[config.mk]
export PLATFORM = sky130hd
export DESIGN_NAME = silife_grid_write_arbiter
export DESIGN_NICKNAME = d
export VERILOG_FILES = /design/src/rtl/silife_pkg.sv /design/src/rtl/silife_write_skid.sv /design/src/rtl/silife_grid_write_arbiter.sv
export SDC_FILE = /design/constraint.sdc
export NUM_CORES = 1
export LEC_CHECK = 0
export CAP_MARGIN = 10
export CORE_UTILIZATION = 39
export CTS_CLUSTER_DIAMETER = 100
export DETAILED_ROUTE_END_ITERATION = 10
export PLACE_DENSITY_LB_ADDON = 0.3
export RECOVER_POWER = 25
export SYNTH_ARGS = -nofsm -noshare
export SYNTH_HDL_FRONTEND = slang
export SYNTH_SLANG_ARGS = --single-unit
[constraint.sdc]
create_clock -name clk -period 1.85 [get_ports clk]
set_clock_uncertainty 0.2 [all_clocks]
set_input_delay 0.4625 -clock clk [delete_from_list [all_inputs] [get_ports clk]]
set_output_delay 0.4625 -clock clk [all_outputs]
set_load 0.01 [all_outputs]
[src/rtl/silife_pkg.sv]
`default_nettype none
// ============================================================================
// silife_pkg : shared types and constants for the grid write arbiter
// Rev 1.0
// ============================================================================
package silife_pkg;

    typedef enum logic [1:0] {
        ST_IDLE  = 2'd0,
        ST_ISSUE = 2'd1,
        ST_COOL  = 2'd2
    } arb_state_t;

    typedef enum logic {
        SRC_LOADER = 1'b0,
        SRC_CPU    = 1'b1
    } src_t;

    localparam int STATS_W = 16;
    localparam logic [STATS_W-1:0] STATS_ONE = {{(STATS_W-1){1'b0}}, 1'b1};
    localparam logic [STATS_W-1:0] STATS_MAX = {STATS_W{1'b1}};

    function automatic src_t other_src(input src_t s);
        return (s == SRC_LOADER) ? SRC_CPU : SRC_LOADER;
    endfunction

endpackage
`default_nettype wire

[src/rtl/silife_write_skid.sv]
`default_nettype none
// ============================================================================
// silife_write_skid : 1-entry loader write buffer with sticky overflow flag
// Rev 1.0
// ============================================================================
module silife_write_skid #(
    parameter int WIDTH    = 32,
    parameter int ROW_BITS = 5
) (
    input  logic                clk,
    input  logic                reset,
    input  logic                ld_valid,
    input  logic [ROW_BITS-1:0] ld_row,
    input  logic [WIDTH-1:0]    ld_set,
    input  logic [WIDTH-1:0]    ld_clear,
    input  logic                take,
    input  logic                clear_overflow,
    output logic                valid,
    output logic [ROW_BITS-1:0] row,
    output logic [WIDTH-1:0]    set_mask,
    output logic [WIDTH-1:0]    clear_mask,
    output logic                overflow
);

    logic accept;
    logic drop;

    // A slot being drained this cycle can be refilled in the same cycle.
    assign accept = ld_valid & (~valid | take);
    assign drop   = ld_valid & valid & ~take;

    always_ff @(posedge clk or negedge reset) begin
        if (!reset) begin
            valid      <= 1'b0;
            row        <= '0;
            set_mask   <= '0;
            clear_mask <= '0;
            overflow   <= 1'b0;
        end else begin
            if (accept) begin
                valid      <= 1'b1;
                row        <= ld_row;
                set_mask   <= ld_set;
                clear_mask <= ld_clear;
            end else if (take) begin
                valid      <= 1'b0;
            end

            if (drop) begin
                overflow <= 1'b1;
            end else if (clear_overflow) begin
                overflow <= 1'b0;
            end
        end
    end

endmodule
`default_nettype wire

[src/rtl/silife_grid_write_arbiter.sv]
`default_nettype none
// ============================================================================
// silife_grid_write_arbiter : shares the grid row-write port between the SPI
// loader and the CPU, issuing writes only between evolution steps.
// Optional per-source write counters: SILIFE_ARB_STATS_EN
// Rev 1.0
// ============================================================================
module silife_grid_write_arbiter
    import silife_pkg::*;
#(
    parameter int WIDTH    = 32,
    parameter int HEIGHT   = 32,
    localparam int ROW_BITS = $clog2(HEIGHT)
) (
    input  logic                clk,
    input  logic                reset,
    input  logic                i_ld_valid,
    input  logic [ROW_BITS-1:0] i_ld_row,
    input  logic [WIDTH-1:0]    i_ld_set,
    input  logic [WIDTH-1:0]    i_ld_clear,
    input  logic                i_cpu_req,
    input  logic [ROW_BITS-1:0] i_cpu_row,
    input  logic [WIDTH-1:0]    i_cpu_set,
    input  logic [WIDTH-1:0]    i_cpu_clear,
    output logic                o_cpu_ack,
    input  logic                i_evolve_busy,
    output logic                o_evolve_hold,
    output logic                o_write,
    output logic [ROW_BITS-1:0] o_row_select,
    output logic [WIDTH-1:0]    o_set_cells,
    output logic [WIDTH-1:0]    o_clear_cells,
    output logic                o_ld_overflow,
    input  logic                i_clear_overflow,
    output logic [STATS_W-1:0]  o_ld_count,
    output logic [STATS_W-1:0]  o_cpu_count
);

    arb_state_t          state;
    arb_state_t          state_next;
    src_t                rr_ptr;
    src_t                issue_src;
    logic                cpu_req_q;
    logic                busy_q;

    logic                buf_valid;
    logic [ROW_BITS-1:0] buf_row;
    logic [WIDTH-1:0]    buf_set;
    logic [WIDTH-1:0]    buf_clear;

    logic                arb_open;
    logic                ld_cand;
    logic                cpu_cand;
    logic                grant_ld;
    logic                grant_cpu;

    logic                write_q;
    logic                ack_q;
    logic [ROW_BITS-1:0] row_q;
    logic [WIDTH-1:0]    set_q;
    logic [WIDTH-1:0]    clear_q;

    silife_write_skid #(
        .WIDTH    (WIDTH),
        .ROW_BITS (ROW_BITS)
    ) u_skid (
        .clk            (clk),
        .reset          (reset),
        .ld_valid       (i_ld_valid),
        .ld_row         (i_ld_row),
        .ld_set         (i_ld_set),
        .ld_clear       (i_ld_clear),
        .take           (grant_ld),
        .clear_overflow (i_clear_overflow),
        .valid          (buf_valid),
        .row            (buf_row),
        .set_mask       (buf_set),
        .clear_mask     (buf_clear),
        .overflow       (o_ld_overflow)
    );

    // The CPU request and busy are seen one cycle late so a CPU request and a
    // loader pulse in the same cycle contend together with the buffered write.
    always_ff @(posedge clk or negedge reset) begin
        if (!reset) begin
            cpu_req_q <= 1'b0;
            busy_q    <= 1'b0;
        end else begin
            cpu_req_q <= i_cpu_req;
            busy_q    <= i_evolve_busy;
        end
    end

    always_ff @(posedge clk or negedge reset) begin
        if (!reset) begin
            state     <= ST_IDLE;
            rr_ptr    <= SRC_LOADER;
            issue_src <= SRC_LOADER;
        end else begin
            state <= state_next;
            if (grant_ld) begin
                rr_ptr    <= other_src(SRC_LOADER);
                issue_src <= SRC_LOADER;
            end else if (grant_cpu) begin
                rr_ptr    <= other_src(SRC_CPU);
                issue_src <= SRC_CPU;
            end
        end
    end

    always_comb begin
        state_next = state;
        arb_open   = 1'b0;
        ld_cand    = 1'b0;
        cpu_cand   = 1'b0;
        grant_ld   = 1'b0;
        grant_cpu  = 1'b0;

        // Either edge of busy blocks a grant, so a rising busy is never raced.
        arb_open = ((state == ST_IDLE) || (state == ST_COOL)) && !i_evolve_busy && !busy_q;
        ld_cand  = arb_open && buf_valid;
        // COOL masks the request the CPU is still holding after its ack.
        cpu_cand = arb_open && (state == ST_IDLE) && cpu_req_q;

        grant_ld  = ld_cand && (!cpu_cand || (rr_ptr == SRC_LOADER));
        grant_cpu = cpu_cand && (!ld_cand || (rr_ptr == SRC_CPU));

        case (state)
            ST_IDLE: begin
                if (grant_ld || grant_cpu) begin
                    state_next = ST_ISSUE;
                end
            end
            ST_ISSUE: begin
                state_next = (issue_src == SRC_CPU) ? ST_COOL : ST_IDLE;
            end
            ST_COOL: begin
                state_next = grant_ld ? ST_ISSUE : ST_IDLE;
            end
            default: begin
                state_next = ST_IDLE;
            end
        endcase
    end

    always_ff @(posedge clk or negedge reset) begin
        if (!reset) begin
            write_q <= 1'b0;
            ack_q   <= 1'b0;
            row_q   <= '0;
            set_q   <= '0;
            clear_q <= '0;
        end else begin
            write_q <= grant_ld | grant_cpu;
            ack_q   <= grant_cpu;
            if (grant_ld) begin
                row_q   <= buf_row;
                set_q   <= buf_set;
                clear_q <= buf_clear & ~buf_set;
            end else if (grant_cpu) begin
                row_q   <= i_cpu_row;
                set_q   <= i_cpu_set;
                clear_q <= i_cpu_clear & ~i_cpu_set;
            end else begin
                row_q   <= '0;
                set_q   <= '0;
                clear_q <= '0;
            end
        end
    end

    assign o_write       = write_q;
    assign o_cpu_ack     = ack_q;
    assign o_row_select  = row_q;
    assign o_set_cells   = set_q;
    assign o_clear_cells = clear_q;
    assign o_evolve_hold = reset & (buf_valid | i_cpu_req | (state != ST_IDLE));

`ifdef SILIFE_ARB_STATS_EN
    logic [STATS_W-1:0] ld_count;
    logic [STATS_W-1:0] cpu_count;

    always_ff @(posedge clk or negedge reset) begin
        if (!reset) begin
            ld_count  <= '0;
            cpu_count <= '0;
        end else if (state == ST_ISSUE) begin
            if ((issue_src == SRC_LOADER) && (ld_count != STATS_MAX)) begin
                ld_count <= ld_count + STATS_ONE;
            end
            if ((issue_src == SRC_CPU) && (cpu_count != STATS_MAX)) begin
                cpu_count <= cpu_count + STATS_ONE;
            end
        end
    end

    assign o_ld_count  = ld_count;
    assign o_cpu_count = cpu_count;
`else
    assign o_ld_count  = '0;
    assign o_cpu_count = '0;
`endif

endmodule
`default_nettype wire

==> metrics.yaml, run 1 <==
status:
  status: "finished with violations"
  failed_checks: "setup timing"
layout:
  nFlopsAndLatches: 148
  area.share.combinational: 0.2180
  ff_latch_area_um2: 3706
  clockNetworkAreaShare: 0.07105
  inv_count: 35
  logic_area_um2: 2081
  buf_share: 0.2842
  seq_share: 0.3883
  final_nets: 835
  lay_top_cells: "dfrtp_1, clkdlybuf4s50_1, dlygate4sd2_1"
  final_common_cell: "dfrtp_1"
grt:
  grt_first_pass_wirelength_um: 26450
  grt_overflow: 0
  first_global_vias: 4821
  grt_start_max_net_pins: 95
  busiest_layer: "met2"
synthesis:
  ys_chip_area_um2: 5979
  simple_gate_area_frac: 0.04959
  ys_warn_count: 0
  topCellsByArea: "dfrtp_1, mux2_2, a22o_1"
  syn_inst: 433
  postSynthSeqShare: 0.6194
  synthFlopType: "dfrtp_1"
  syn-mean-instance-area_um2: 13.81
  top_area_frac: 0.6194
  topCombFamilyByArea: "multiplexers"
  ys_types: 30
place:
  dp_cells: 833
  placed_area_um2: 8383
  place_worst_setup_slack_ps: -631.8
  hpwl_um: 10720
  place_congestion: 0.8182
final_timing:
  min_period_over_period: 1.137
  fin_crit_ps: 2104
  fmax_mhz: 475.3
  setup_viol: 70
  timing.final.ws_setup_ps: -254.1
  hold_viol_final: 0
  rsz0062_at_grt: "yes"
power_and_ir_drop:
  power_mw: 11.31
  power_density_nw_per_um2: 1185
  peakVddDrop_mv: 0.6638
floorplanning:
  die_x_um: 125.8
  core_um2: 14750
  core_util_floorplan: 0.4053
  io_pins: 249
  taps: 184
critical_path:
  crit_required_ps: 1190
  crit_path_max_fanout: 2
clock_network:
  cts_sinks: 148
  insertion_delay_ps: 420
  cts_made_buffers: 17
  hold_buffers: 1
  cts_buffer_depth: 2
route:
  wl_met3_um: 1222
  m1WireLength_um: 7061
  viasPerCell: 5.113
  drtIter0Drc: 216
  vias: 4540
  routed_wl_um: 18070
  dr.pass1.iters: 4
hold_path:
  hp-class: "in2reg"
flow_run:
  warnings: 29
==> run 1: final timing paths <==
path                       slack, ps           startpoint  depth (start not counted)                     to
max in group asynchronous        350                reset                          4    u_skid.set_mask[20]
min reg2reg                      290  u_skid.set_mask[27]                          1      o_clear_cells[27]
max                             -250         u_skid.valid                          2          o_evolve_hold
max reg2reg                     -190             state[0]                          6  u_skid.clear_mask[23]
min                              150            i_cpu_req                          1              cpu_req_q
min in group asynchronous        490                reset                          4           u_skid.valid
==> run 1: critical path, cell delays in order, from the launching register on <==
cell and delay (ps):
dfrtp_1 400, o41a_1 460, buf_2 160
==> run 1: report_power, final <==
group | switching [mW] | internal, mW
Clock | 1.39 | 2.54
Combinational | 1.08 | 1.60
Sequential | 0.545 | 4.14
Total | 3.02 | 8.29
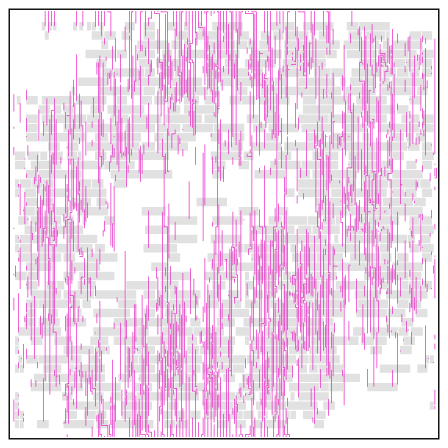
Run 1: met2 routing
Cells faint in the background.
share of all routed wire = 51%
wire length on this layer = 9260 um

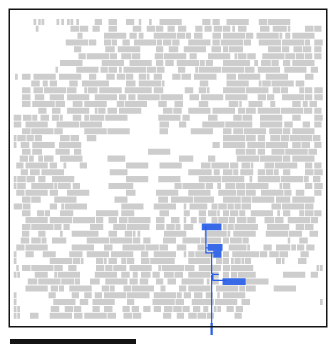
Run 1: I/O nets highlighted
The bar under the picture is 50 um long.
blue -> `i_evolve_busy`  # bits 1, direction input, end cells 4, buffers 1, wire 53.7 um

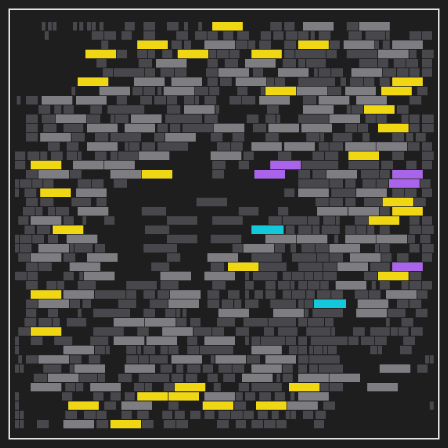
Run 1: sequential cells grouped by signal name
Other sequential cells in the stronger grey, the rest of the logic in the fainter grey.
purple -> `o_row_select`  # sequential cells 5
cyan -> `state`  # sequential cells 2
yellow -> `o_set_cells`  # sequential cells 32, where widely spread

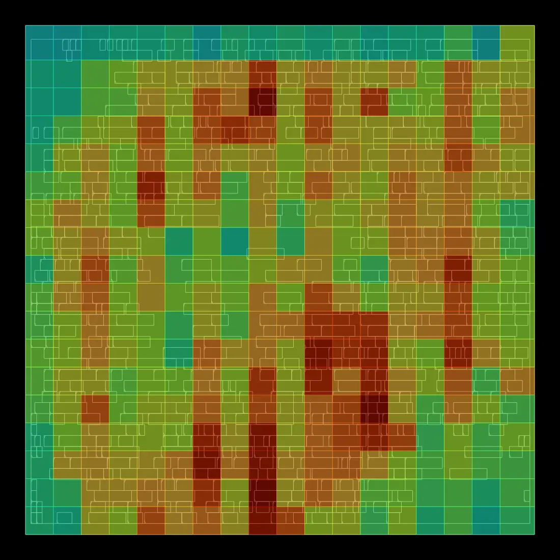
Run 1: congestion heat map
Global Route met1 Usage: 0.2609
met3 usage: 0.06202
final core utilization: 0.6469
met2 GRT Util: 0.3853
Global Route Usage Sum: 0.2238

==> run 1 -> run 2 <==
--- a/config.mk
+++ b/config.mk
@@ -5,7 +5,7 @@
 export SDC_FILE = /design/constraint.sdc
 export NUM_CORES = 1
 export LEC_CHECK = 0
-export CAP_MARGIN = 10
+export CAP_MARGIN = 25
 export CORE_UTILIZATION = 39
 export CTS_CLUSTER_DIAMETER = 100
 export DETAILED_ROUTE_END_ITERATION = 10
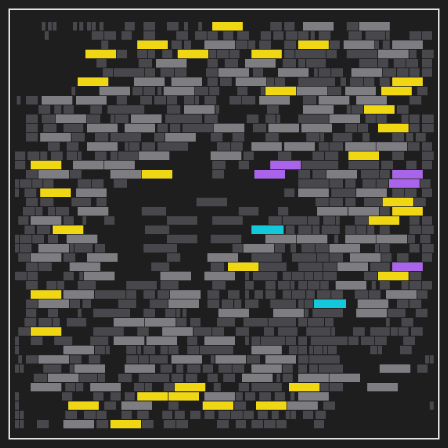
Run 2: sequential cells grouped by signal name
Other sequential cells in the stronger grey, the rest of the logic in the fainter grey.
cyan -> `state`  # sequential cells 2
purple -> `o_row_select`  # sequential cells 5
yellow -> `o_set_cells`  # sequential cells 32, where widely spread

==> run 2 against run 1 <==
Against the previous run: the run still ends with setup timing left; synthesized cell count did not move; first-iteration DRC count unchanged; sequential cell count stayed put; synthesized area is the same; via count unchanged; critical path depth unchanged; count of clock-buffer cells in the layout unchanged; register-to-register slack is essentially flat; hold slack is the same; non-clock buffer count unchanged; critical path type unchanged; highest routed layer unchanged.
==> metrics.yaml, run 2 <==
layout:
  logic_area_um2: 2081  # unchanged
  fin_util: 0.6469  # unchanged
  clockNetworkAreaShare: 0.07105  # unchanged
  nFlopsAndLatches: 148  # unchanged
  ff_latch_area_um2: 3706  # unchanged
  buf_share: 0.2842  # unchanged
  final_nets: 835  # unchanged
  inv_count: 35  # unchanged
  final_common_cell: "dfrtp_1"
  area.share.combinational: 0.2180  # unchanged
final_timing:
  timing.final.ws_setup_ps: -254.1  # unchanged
  fin_crit_ps: 2104  # unchanged
  min_period_over_period: 1.137  # unchanged
  hold_viol_final: 0  # unchanged
  rsz0062_at_grt: "yes"
  setup_viol: 70  # unchanged
  fmax_mhz: 475.3  # unchanged
synthesis:
  synthFlopType: "dfrtp_1"
  top_area_frac: 0.6194  # unchanged
  topCellsByArea: "dfrtp_1, mux2_2, a22o_1"
  syn-mean-instance-area_um2: 13.81  # unchanged
  edf_count: 0
  postSynthSeqShare: 0.6194  # unchanged
  ys_types: 30  # unchanged
  ys_warn_count: 0  # unchanged
  ys_chip_area_um2: 5979  # unchanged
  topCombFamilyByArea: "multiplexers"
  syn_inst: 433  # unchanged
route:
  routed_wl_um: 18070  # unchanged
  wl_met3_um: 1222  # unchanged
  vias: 4540  # unchanged
  viasPerCell: 5.113  # unchanged
  m1WireLength_um: 7061  # unchanged
  dr.pass1.iters: 4  # unchanged
  drtIter0Drc: 216  # unchanged
  post_drt_wl_per_cell_um: 20.35
grt:
  grt_util_met2: 0.3853  # unchanged
  use_met1: 0.2609  # unchanged
  grt_start_max_net_pins: 95  # unchanged
  first_global_vias: 4821  # unchanged
  busiest_layer: "met2"
  grt_first_pass_wirelength_um: 26450  # unchanged
  gr-usage-met3: 0.06202  # unchanged
  grt.total_usage: 0.2238  # unchanged
critical_path:
  crit_path_max_fanout: 2  # unchanged
  crit_required_ps: 1190  # about the same
  path_buffers: 1  # unchanged
  critPathTopFamily: "AND-OR/OR-AND gates"
  end_kind: "output pin"
  slowest_delay_ps: 460  # about the same
  crit_chain: "o41a_1, buf_2"
  cp_slowest_cell: "o41a_1"
floorplanning:
  die_x_um: 125.8  # unchanged
  core_util_floorplan: 0.4053  # unchanged
  io_pins: 249  # unchanged
  core_um2: 14750  # unchanged
  taps: 184  # unchanged
hold_path:
  hp-class: "in2reg"
place:
  port-buffer-count: 216
  placed_area_um2: 8383  # unchanged
  dp_cells: 833  # unchanged
  place_congestion: 0.8182  # unchanged
flow_run:
  warnings: 29  # unchanged
clock_network:
  cts_buffer_depth: 2  # unchanged
  insertion_delay_ps: 420  # about the same
  hold_buffers: 1  # unchanged
  cts_made_buffers: 17  # unchanged
  cts_sinks: 148  # unchanged
  cts.clk_slew.worst_paths_ps: 60
power_and_ir_drop:
  power_density_nw_per_um2: 1185  # unchanged
  power_mw: 11.31  # unchanged
status:
  status: "finished with violations"
  failed_checks: "setup timing"
## run 2: cell counts in the layout (fill, tap and decap cells not counted)
No cell type changed its count.
## run 2: final timing paths
kind,startpoint,endpoint,slack (ps),cells after the start
max in group asynchronous,reset,u_skid.set_mask[20],350,4
worst max register to register,state[0],u_skid.clear_mask[23],-190,6
min in group asynchronous,reset,u_skid.valid,490,4
worst max-delay path,u_skid.valid,o_evolve_hold,-250,2
worst min-delay path,i_cpu_req,cpu_req_q,150,1
worst min register to register,u_skid.set_mask[27],o_clear_cells[27],290,1
## run 2: where the power goes
| part | internal, mW | switching (mW) | total (mW) |
|---|---|---|---|
| clock network | 2.54 | 1.39 | 3.94 |
| logic | 1.60 | 1.08 | 2.68 |
| registers | 4.14 | 0.545 | 4.69 |
| total | 8.29 | 3.02 | 11.3 |
No activity file was given, so power comes from the tool's default toggle rates.
